$ cat config.mk
export PLATFORM = sky130hd
export DESIGN_NAME = led_stream_tx
export DESIGN_NICKNAME = d
export VERILOG_FILES = /design/src/rtl/led_stream_tx.sv
export SDC_FILE = /design/constraint.sdc
export NUM_CORES = 1
export LEC_CHECK = 0
export ABC_AREA = 1
export CAP_MARGIN = 20
export CELL_PAD_IN_SITES_DETAIL_PLACEMENT = 0
export CELL_PAD_IN_SITES_GLOBAL_PLACEMENT = 1
export CORE_MARGIN = 4
export CORE_UTILIZATION = 39
export DETAILED_ROUTE_END_ITERATION = 10
export GPL_ROUTABILITY_DRIVEN = 0
export PLACE_DENSITY_LB_ADDON = 0.1
export REMOVE_ABC_BUFFERS = 1
export SLEW_MARGIN = 5
export SYNTH_ARGS = -nofsm -noshare
export SYNTH_HDL_FRONTEND = slang
export SYNTH_SLANG_ARGS = --single-unit
export TNS_END_PERCENT = 30
$ cat constraint.sdc
create_clock -name clk -period 3.2 [get_ports clk]
set_input_delay 0.8 -clock clk [delete_from_list [all_inputs] [get_ports clk]]
set_output_delay 0.8 -clock clk [all_outputs]
set_load 0.005 [all_outputs]
$ cat src/rtl/led_stream_tx.sv
`default_nettype none
// ============================================================================
// Module  : led_stream_tx
// Brief   : Serialises the tile-state matrix onto a single-wire addressable-LED
//           data line (fixed-width bit cells, MSB-first GRB, latch gap).
// Revision: 1.0 - initial release
// ============================================================================
module led_stream_tx #(
   parameter int          ROWS       = 12,
   parameter int          COLS       = 16,
   parameter int          T0H_CYC    = 20,
   parameter int          T1H_CYC    = 40,
   parameter int          BIT_CYC    = 63,
   parameter int          RST_CYC    = 3000,
   parameter logic [23:0] ON_GRB     = 24'h00FF00,
   parameter bit          SERPENTINE = 1'b1
) (
   input  logic                 clk,
   input  logic                 rst_n,
   input  logic [ROWS*COLS-1:0] state,
   input  logic                 frame_start,
   output logic                 busy,
   output logic                 frame_done,
   output logic                 dout
);

   localparam int NPIX = ROWS * COLS;
   localparam int CNTW = (BIT_CYC > 1) ? $clog2(BIT_CYC) : 1;
   localparam int LATW = (RST_CYC > 1) ? $clog2(RST_CYC) : 1;
   localparam int RW   = (ROWS > 1) ? $clog2(ROWS) : 1;
   localparam int CW   = (COLS > 1) ? $clog2(COLS) : 1;
   localparam int IW   = (NPIX > 1) ? $clog2(NPIX) : 1;

   localparam logic [CNTW-1:0] c_t0_last   = CNTW'(T0H_CYC - 1);
   localparam logic [CNTW-1:0] c_t1_last   = CNTW'(T1H_CYC - 1);
   localparam logic [CNTW-1:0] c_cell_last = CNTW'(BIT_CYC - 1);
   localparam logic [LATW-1:0] c_lat_last  = LATW'(RST_CYC - 1);
   localparam logic [RW-1:0]   c_row_last  = RW'(ROWS - 1);
   localparam logic [CW-1:0]   c_col_last  = CW'(COLS - 1);
   localparam logic [IW-1:0]   c_row_step  = IW'(COLS);
   localparam logic [23:0]     c_on        = ON_GRB;

   if (!(T0H_CYC < T1H_CYC && T1H_CYC < BIT_CYC)) begin : g_bad_timing
      $fatal(1, "led_stream_tx: need T0H_CYC < T1H_CYC < BIT_CYC");
   end

   typedef enum logic [1:0] {
      S_IDLE  = 2'd0,
      S_HIGH  = 2'd1,
      S_LOW   = 2'd2,
      S_LATCH = 2'd3
   } fsm_e;

   fsm_e           fsm_q, fsm_d;
   logic [NPIX-1:0] snap_q, snap_d;
   logic [CNTW-1:0] cnt_q, cnt_d;
   logic [LATW-1:0] lat_q, lat_d;
   logic [4:0]      bit_q, bit_d;
   logic [RW-1:0]   row_q, row_d;
   logic [CW-1:0]   col_q, col_d;
   logic [IW-1:0]   base_q, base_d;
   logic            dout_q, dout_d;
   logic            busy_q, busy_d;
   logic            done_q, done_d;

   logic            w_rev;
   logic [CW-1:0]   w_col;
   logic [IW-1:0]   w_idx;
   logic            w_bit;
   logic [CNTW-1:0] w_hi_last;

   // Physical column follows the strip direction; base_q tracks row*COLS.
   assign w_rev     = SERPENTINE && row_q[0];
   assign w_col     = w_rev ? (c_col_last - col_q) : col_q;
   assign w_idx     = base_q + IW'(w_col);
   assign w_bit     = snap_q[w_idx] & c_on[bit_q];
   assign w_hi_last = w_bit ? c_t1_last : c_t0_last;

   always_comb begin
      fsm_d  = fsm_q;
      snap_d = snap_q;
      cnt_d  = cnt_q;
      lat_d  = lat_q;
      bit_d  = bit_q;
      row_d  = row_q;
      col_d  = col_q;
      base_d = base_q;
      done_d = 1'b0;
      case (fsm_q)
         S_IDLE: begin
            // done_q marks the completion cycle, in which a new start is refused.
            if (frame_start && !done_q) begin
               snap_d = state;
               bit_d  = 5'd23;
               cnt_d  = '0;
               row_d  = '0;
               col_d  = '0;
               base_d = '0;
               fsm_d  = S_HIGH;
            end
         end
         S_HIGH: begin
            cnt_d = cnt_q + 1'b1;
            if (cnt_q == w_hi_last) fsm_d = S_LOW;
         end
         S_LOW: begin
            if (cnt_q == c_cell_last) begin
               cnt_d = '0;
               fsm_d = S_HIGH;
               if (bit_q == 5'd0) begin
                  bit_d = 5'd23;
                  if (col_q == c_col_last) begin
                     col_d = '0;
                     if (row_q == c_row_last) begin
                        fsm_d = S_LATCH;
                        lat_d = '0;
                     end else begin
                        row_d  = row_q + 1'b1;
                        base_d = base_q + c_row_step;
                     end
                  end else begin
                     col_d = col_q + 1'b1;
                  end
               end else begin
                  bit_d = bit_q - 5'd1;
               end
            end else begin
               cnt_d = cnt_q + 1'b1;
            end
         end
         S_LATCH: begin
            if (lat_q == c_lat_last) begin
               fsm_d  = S_IDLE;
               done_d = 1'b1;
            end else begin
               lat_d = lat_q + 1'b1;
            end
         end
         default: fsm_d = S_IDLE;
      endcase
      dout_d = (fsm_d == S_HIGH);
      busy_d = (fsm_d != S_IDLE);
   end

   always_ff @(posedge clk or negedge rst_n) begin
      if (!rst_n) begin
         fsm_q  <= S_IDLE;
         snap_q <= '0;
         cnt_q  <= '0;
         lat_q  <= '0;
         bit_q  <= '0;
         row_q  <= '0;
         col_q  <= '0;
         base_q <= '0;
         dout_q <= 1'b0;
         busy_q <= 1'b0;
         done_q <= 1'b0;
      end else begin
         fsm_q  <= fsm_d;
         snap_q <= snap_d;
         cnt_q  <= cnt_d;
         lat_q  <= lat_d;
         bit_q  <= bit_d;
         row_q  <= row_d;
         col_q  <= col_d;
         base_q <= base_d;
         dout_q <= dout_d;
         busy_q <= busy_d;
         done_q <= done_d;
      end
   end

   assign dout       = dout_q;
   assign busy       = busy_q;
   assign frame_done = done_q;

endmodule
`default_nettype wire

==> impl_metrics.ini, run 1 <==
; flow metrics
[final_layout]
design_area_um2 = 14900
comb_area_um2 = 4760
comb_share_pct = 32.0
buffer_area_share_pct = 15.9
final_cells = 2108
drive_above_1_share_pct = 5.45
inverters_excl_clock = 158
clock_cell_area_share_pct = 5.77
comb.multi_input.count = 1062
n_all_buffers = 226
largest_cell_class = sequential cells
nets = 1914

[sta]
layout_setup_ws_ps = 311
hold_ws_ps = 270
tightest_slew_ps = 656
finalCritPeriodShare_pct = 90.3
hold_violations = 0
finalSetupViolCount = 0
period_needed_ps = 2890
final-max-slew-violation-count = 0
fin_worst_skew_ps = 7.50
maxSlewHeadroom_pct = 56.2
max_freq_mhz = 346

[drt]
wl_met2_um = 14400
drc = 0
wl_um = 32200
top_layer_used = met5
vias_per_cell = 4.82
route.vias.total = 10160
met3_length_um = 1640
detail-route-antenna-nets = 0
wl_met1_um = 15300
dr.pass1.iters = 5
drt-initial-drc-count = 570

[synth]
syn_inst = 1530
yosys_area_um2 = 11500
synthMuxAreaShare_pct = 0
synthTopLogicFamily = simple AND/OR/NAND/NOR gates
yosysWarnings = 0
yosys_cells = 1530
ys.flops = 232
yosysUniqueCellTypes = 35
synth-edff-count = 0
flop_cell = dfrtp_1
ys_sh_aoi_pct = 7.19
netlist_area_um2 = 11500
synthAdderAreaFrac_pct = 1.41
synthXorXnorAreaFrac_pct = 1.08
postSynthSeqShare_pct = 50.3

[grt]
grt_pass1_wl_um = 53500
grt_use_met2_pct = 31.2
grt_max_degree = 125
grtUsageMet3_pct = 3.25
top_usage_layer = met2
grt_use_total_pct = 19.8
met1_usage_pct = 28.5

[setup_path]
startpoint_type = flop
worstSetupPathType = reg2reg
crit_arrival_ps = 3310
end_kind = flop

[power]
p_leak_nw = 7.19
powerDensity_nw_per_um2 = 842
ir_worst_vdd_mv = 0.442

[placement]
dp.cells = 2062
place_area_um2 = 14000
dp_hpwl_um = 22400
pre_cts_slack_ps = 147

[cts]
clk_latency_ps = 530
clk_path_buf_depth = 3
post-cts-setup-buffers = 0
clock_sinks = 232
cts_resized = 0
clkTransAtPathRegs_ps = 60
cts_tree = built
root_buffer = clkbuf_16
cts_hold_buf = 0

[floorplanning]
fp-utilization_pct = 39.9
dieArea_um2 = 32400
nWellTaps = 384
die_w_um = 180

[flow_run]
drv_cap = 0
warning_count = 32

[outcome]
status = completed

[hold_path]
hold_class = in2async
## run 1: through the flow
step                setup TNS [ps]  power, mW
floorplan                 -1593930       7.68
global placement                 0       9.55
CTS                              0       12.7
detailed placement               0       9.60
global route                 -2.26       13.6
finish                           0       12.5
## run 1: layout by cell type (no fill, tap or decap), types with 2 or more instances in the layout
| master | Yosys | final |
|---|---|---|
| a21oi_1 | 14 | 14 |
| buf_12 | 0 | 13 |
| buf_4 | 6 | 14 |
| buf_6 | 9 | 2 |
| bufinv_16 | 0 | 2 |
| clkbuf_1 | 52 | 5 |
| clkbuf_16 | 0 | 27 |
| clkbuf_8 | 0 | 5 |
| clkdlybuf4s50_1 | 0 | 196 |
| clkinv_2 | 0 | 8 |
| dfrtp_1 | 232 | 231 |
| ha_1 | 13 | 12 |
| inv_1 | 151 | 150 |
| inv_2 | 6 | 4 |
| inv_6 | 0 | 2 |
| nand2_1 | 609 | 609 |
| nand2_2 | 5 | 4 |
| nand2_4 | 2 | 3 |
| nand3_1 | 190 | 190 |
| nand3b_1 | 3 | 3 |
| nand4_1 | 7 | 7 |
| nor2_1 | 40 | 39 |
| nor3_1 | 13 | 13 |
| nor3b_1 | 3 | 3 |
| o211ai_1 | 2 | 2 |
| o21ai_0 | 139 | 139 |
| o21ai_1 | 4 | 4 |
| xor2_1 | 7 | 7 |
## run 1: sequential cells by signal (all words and copies together) (netlist names)
signal,count
frame_done,1
row_q,4
fsm_q,2
bit_q,5
busy,1
col_q,4
cnt_q,6
snap_q,192
lat_q,12
dout,1
base_q,4
## run 1: report_power, final
part / total (mW) / switching, mW / internal (mW)
logic: 4.84 / 3.05 / 1.79
registers: 4.69 / 0.528 / 4.16
clock network: 2.99 / 1.19 / 1.81
total: 12.5 / 4.76 / 7.77
## run 1: path summary, 6_finish.rpt
kind,end,slack (ps),depth (start not counted),startpoint
max,dout,310,21,row_q[0]
min,snap_q[18],270,1,rst_n
max reg2reg,dout,310,21,row_q[0]
min reg2reg,snap_q[161],470,2,snap_q[161]
max in group asynchronous,row_q[0],2130,2,rst_n
min in group clk,snap_q[161],470,2,snap_q[161]
## run 1: Yosys cell counts (2+ instances only)
master	n	area share, %
buf_6	9	0.88
nand4_1	7	0.38
buf_4	6	0.39
nor3_1	13	0.56
o21ai_1	4	0.17
buf_2	9	0.39
nor2_1	40	1.3
inv_1	151	4.9
nand2_1	609	20
xor2_1	7	0.53
nand2_4	2	0.20
dfrtp_1	232	50
nand2_2	5	0.27
nor3b_1	3	0.20
nand3b_1	3	0.20
ha_1	13	1.4
inv_2	6	0.20
a21oi_1	14	0.61
buf_1	2	0.065
nand3_1	190	8.2
o21ai_0	139	6.0
o211ai_1	2	0.13
clkbuf_1	52	1.7
## run 1: critical path, stage by stage, from the launching register on
cell,delay (ps)
dfrtp_2,480
xor2_1,190
ha_2,340
inv_6,150
buf_12,170
nand3_1,90
nand3_1,90
nand3_1,80
nand3_1,100
nand3_1,100
nand3_1,120
nand3_1,140
nand2_1,120
nand2_1,70
a21oi_1,120
nand2_1,90
nand2_1,60
nand2_1,50
nand2_1,70
nand2_2,60
nand2_2,70
nor2_2,30
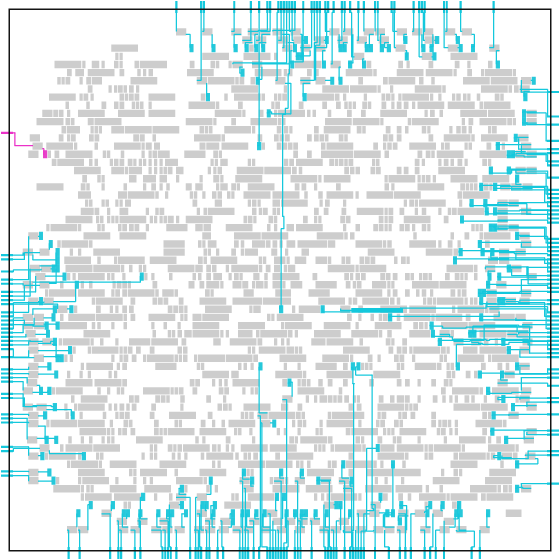
Fig. 1. Port wiring (run 1).
Drawn at 3 px/um.
[magenta] frame_start | direction: input | edge: west | end cells: 1 | buffers: 1 | wire: 13.9 um
[cyan] state | direction: input | edge: 61 south, 58 east, 40 north, 33 west | end cells: 192 | buffers: 192 | wire: 4300 um
Ports: 198
Buffers on Ports: 197

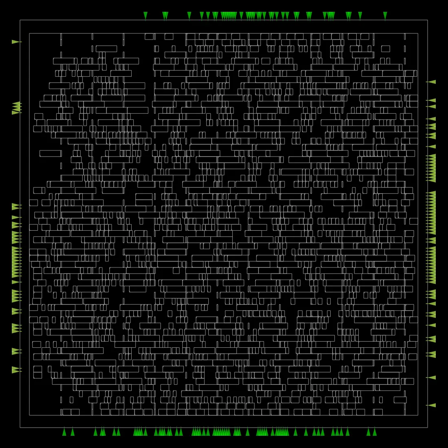
Fig. 2. Cell outlines without signal wires (run 1).
CORE AREA: 28900 um^2
number of core rows: 62
Seq cells: 232
final-layout fill cell count: 2884

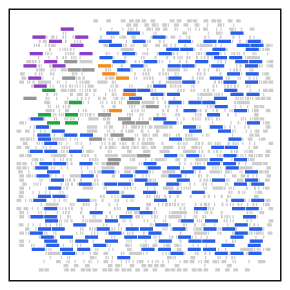
Fig. 3. Sequential cells colored by netlist name (run 1).
Drawn at 1.5 px/um. Other sequential cells in the stronger gray, the rest of the logic in the fainter gray.
[green] cnt_q | sequential cells: 6 | where: west
[orange] bit_q | sequential cells: 5 | where: north
[blue] snap_q | sequential cells: 192 | where: spread over the die
[purple] lat_q | sequential cells: 12 | where: north-west
not colored: 17
sequential cell area: 5810 um^2
Util after Layout: 51.4%
P_seq: 4.69 mW
sequential cell area share: 39.0%

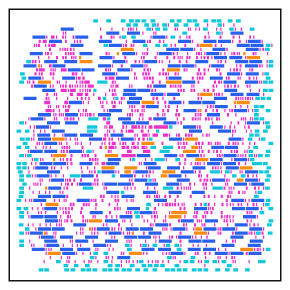
Fig. 4. Cells colored by class (run 1).
Drawn at 1.5 px/um.
[cyan] remaining buffers and delay cells | cells: 226 | share of their area: 16%
[orange] clock drivers and dummy loads | cells: 46 | share of their area: 6.0%
[magenta] combinational and other logic | cells: 1220 | share of their area: 37%
[blue] sequential cells | cells: 232 | share of their area: 40%

==> run 2, diff against run 1 <==
- GPL_TIMING_DRIVEN: not set -> 0
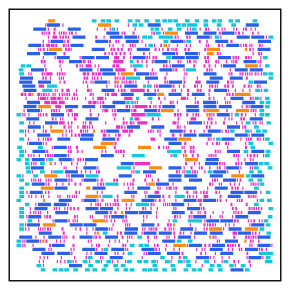
Fig. 5. Cells colored by class (run 2).
Drawn at 1.5 px/um.
[orange] clock drivers and dummy loads | cells: 49 | share of their area: 5.8%
[cyan] remaining buffers and delay cells | cells: 224 | share of their area: 17%
[blue] sequential cells | cells: 232 | share of their area: 40%
[magenta] combinational and other logic | cells: 1224 | share of their area: 38%

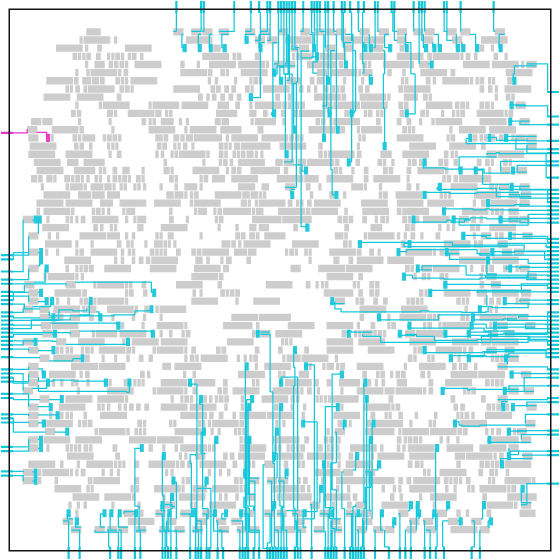
Fig. 6. Port wiring (run 2).
Drawn at 3 px/um.
[cyan] state | direction: input | edge: 61 south, 58 east, 40 north, 33 west | end cells: 192 | buffers: 192 | wire: 5860 um
[magenta] frame_start | direction: input | edge: west | end cells: 1 | buffers: 1 | wire: 11.7 um

==> run 2 against run 1 <==
- sequential power shrank 0.9%
- synthesized area unchanged
- worst setup slack lost 58 ps
- clock power fell by 1%
- non-clock buffer count is 2 lower
- first-iteration DRC count up 21%
- highest routed layer is now met4
==> impl_metrics.ini, run 2 <==
; flow metrics
[synth]
synth-edff-count = 0
yosys_cells = 1530
ys.flops = 232
common_cells = nand2_1, dfrtp_1, nand3_1, inv_1, o21ai_0
top_area_cell = dfrtp_1
postSynthSeqShare_pct = 50.3
yosysWarnings = 0
netlist_area_um2 = 11500
flop_cell = dfrtp_1
area_leaders = dfrtp_1, nand2_1, nand3_1
top_cell_area_share_pct = 50.3
yosysUniqueCellTypes = 35

[sta]
period_needed_ps = 2950
tightest_slew_ps = 568
max_freq_mhz = 339
hold_ws_ps = 215
final-max-slew-violation-count = 0
fin_tns_setup_ps = 0
hold_violations = 0
maxSlewHeadroom_pct = 62.1
finalCritPeriodShare_pct = 92.1

[setup_path]
startpoint_type = flop
crit_arrival_ps = 3340
r2r_start = row_q[0]
end_kind = flop
reg2reg_to = busy

[cts]
cts_hold_buf = 0
clk_path_buf_depth = 3
root_buffer = clkbuf_16
clock_sinks = 232
clkTransAtPathRegs_ps = 60

[final_layout]
layout_top_cell = nand2_1
largest_reg_flops = 192
top_register = snap_q
drive_above_1_share_pct = 6.19
top_regs = snap_q (192), lat_q (12), cnt_q (6)

[drt]
dr.pass1.iters = 5
wl_um = 33700
detail-route-antenna-nets = 0
route.vias.total = 10191
vias_per_cell = 4.82
drc = 0
drt-initial-drc-count = 690

[grt]
met1_usage_pct = 27.7
grt_pass1_wl_um = 52300
top_usage_layer = met2
grtUsageMet3_pct = 2.97

[floorplanning]
fp-utilization_pct = 39.9
die_w_um = 180
core.rowCount = 62
core_um2 = 28900
dieArea_um2 = 32400
num_io_pins = 198

[placement]
port_buffers = 197
dp_hpwl_um = 20900
pre_cts_slack_ps = -859

[flow_run]
drv_cap = 0
warning_count = 30

[hold_path]
hold_class = in2async

[power]
powerDensity_nw_per_um2 = 846
p_leak_nw = 7.27
ir_worst_vdd_mv = 0.394

[outcome]
status = completed
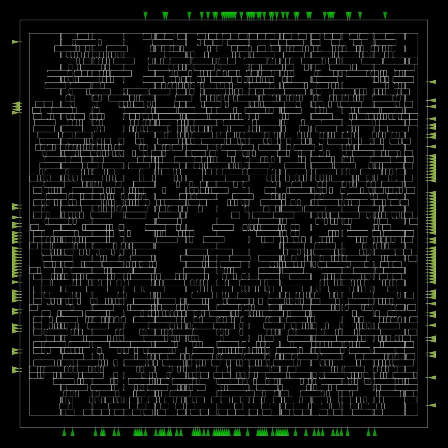
Fig. 7. Cell outlines without signal wires (run 2).
sequential cell area share: 38.4%
non-filler instance count after layout: 2113
final-layout fill cell count: 2857
Util after Layout: 52.3%

run 2: routing by layer:
layer	vias to the layer above	part of all wire (%)
met5	-	0
met2	228	46
met1	4746	47
met4	0	2.0
met3	40	4.9
li1	5177	-
run 2: stage by stage:
step / instances / area, um^2
after floorplan: 1452 / 11100
after global placement: 2033 / 13600
after detailed placement: 2047 / 13900
after CTS: 2100 / 14900
after global routing: 2113 / 15100
final: 2113 / 15100
run 2: critical path, stage by stage, from the launching register on:
cell and delay, ps:
dfrtp_2 470, xor2_2 230, ha_4 200, buf_16 210, clkinv_16 120, clkbuf_16 200
nand3_1 90, nand3_1 70, nand3_1 120, nand3_1 100, nand3_1 140, nand4_1 110
nand2_2 100, nand2_1 80, a21oi_2 120, nand2_1 90, nand2_1 70, nand3_1 60
nand2_1 140, nand3_1 100
run 2: how the worst max path moves through the flow:
stage / slack [ps] / startpoint / to
6_report: 250 / row_q[0] / busy
5_1_grt: -0.3 / fsm_q[0] / lat_q[11]
4_1_cts: 20 / row_q[0] / busy
3_5_place_dp: -860 / row_q[0] / busy
3_3_place_gp: -20400 / frame_start / base_q[7]
2_1_floorplan: -10160 / frame_start / base_q[7]
run 2: layout make-up:
| cell class | count | area, um^2 |
|---|---|---|
| clock buffer | 38 | 757 |
| clock inverter | 11 | 86.3 |
| fill | 2857 | 13800 |
| inverter | 158 | 629 |
| multi-input combinational | 1065 | 4870 |
| sequential | 232 | 5810 |
| tap | 384 | 480 |
| timing repair buffer | 224 | 2490 |
| timing repair inverter | 1 | 11.3 |
run 2: where the power goes:
group	total (mW)	switching (mW)	internal [mW]
sequential	4.65	0.482	4.16
combinational	5.21	3.25	1.96
clock	2.95	1.22	1.72
run 2: cell families after synthesis:
family | share of synthesized area (%)
DFF | 50.3
xor gates and xnor gates | 1.08
AOI/OAI and AO/OA | 7.19
buffers and inverters | 8.58
and+or+nand+nor | 31.4
other | 0.0325
adders and majority gates | 1.41
run 2: what timing repair did:
action	4_1_cts	5_1_grt
pin swaps	3	5
setup buffers	4	5
gates resized	10	16
setup endpoints to repair	5	8
gates cloned	0	8
No activity file was given, so power comes from the tool's default toggle rates.
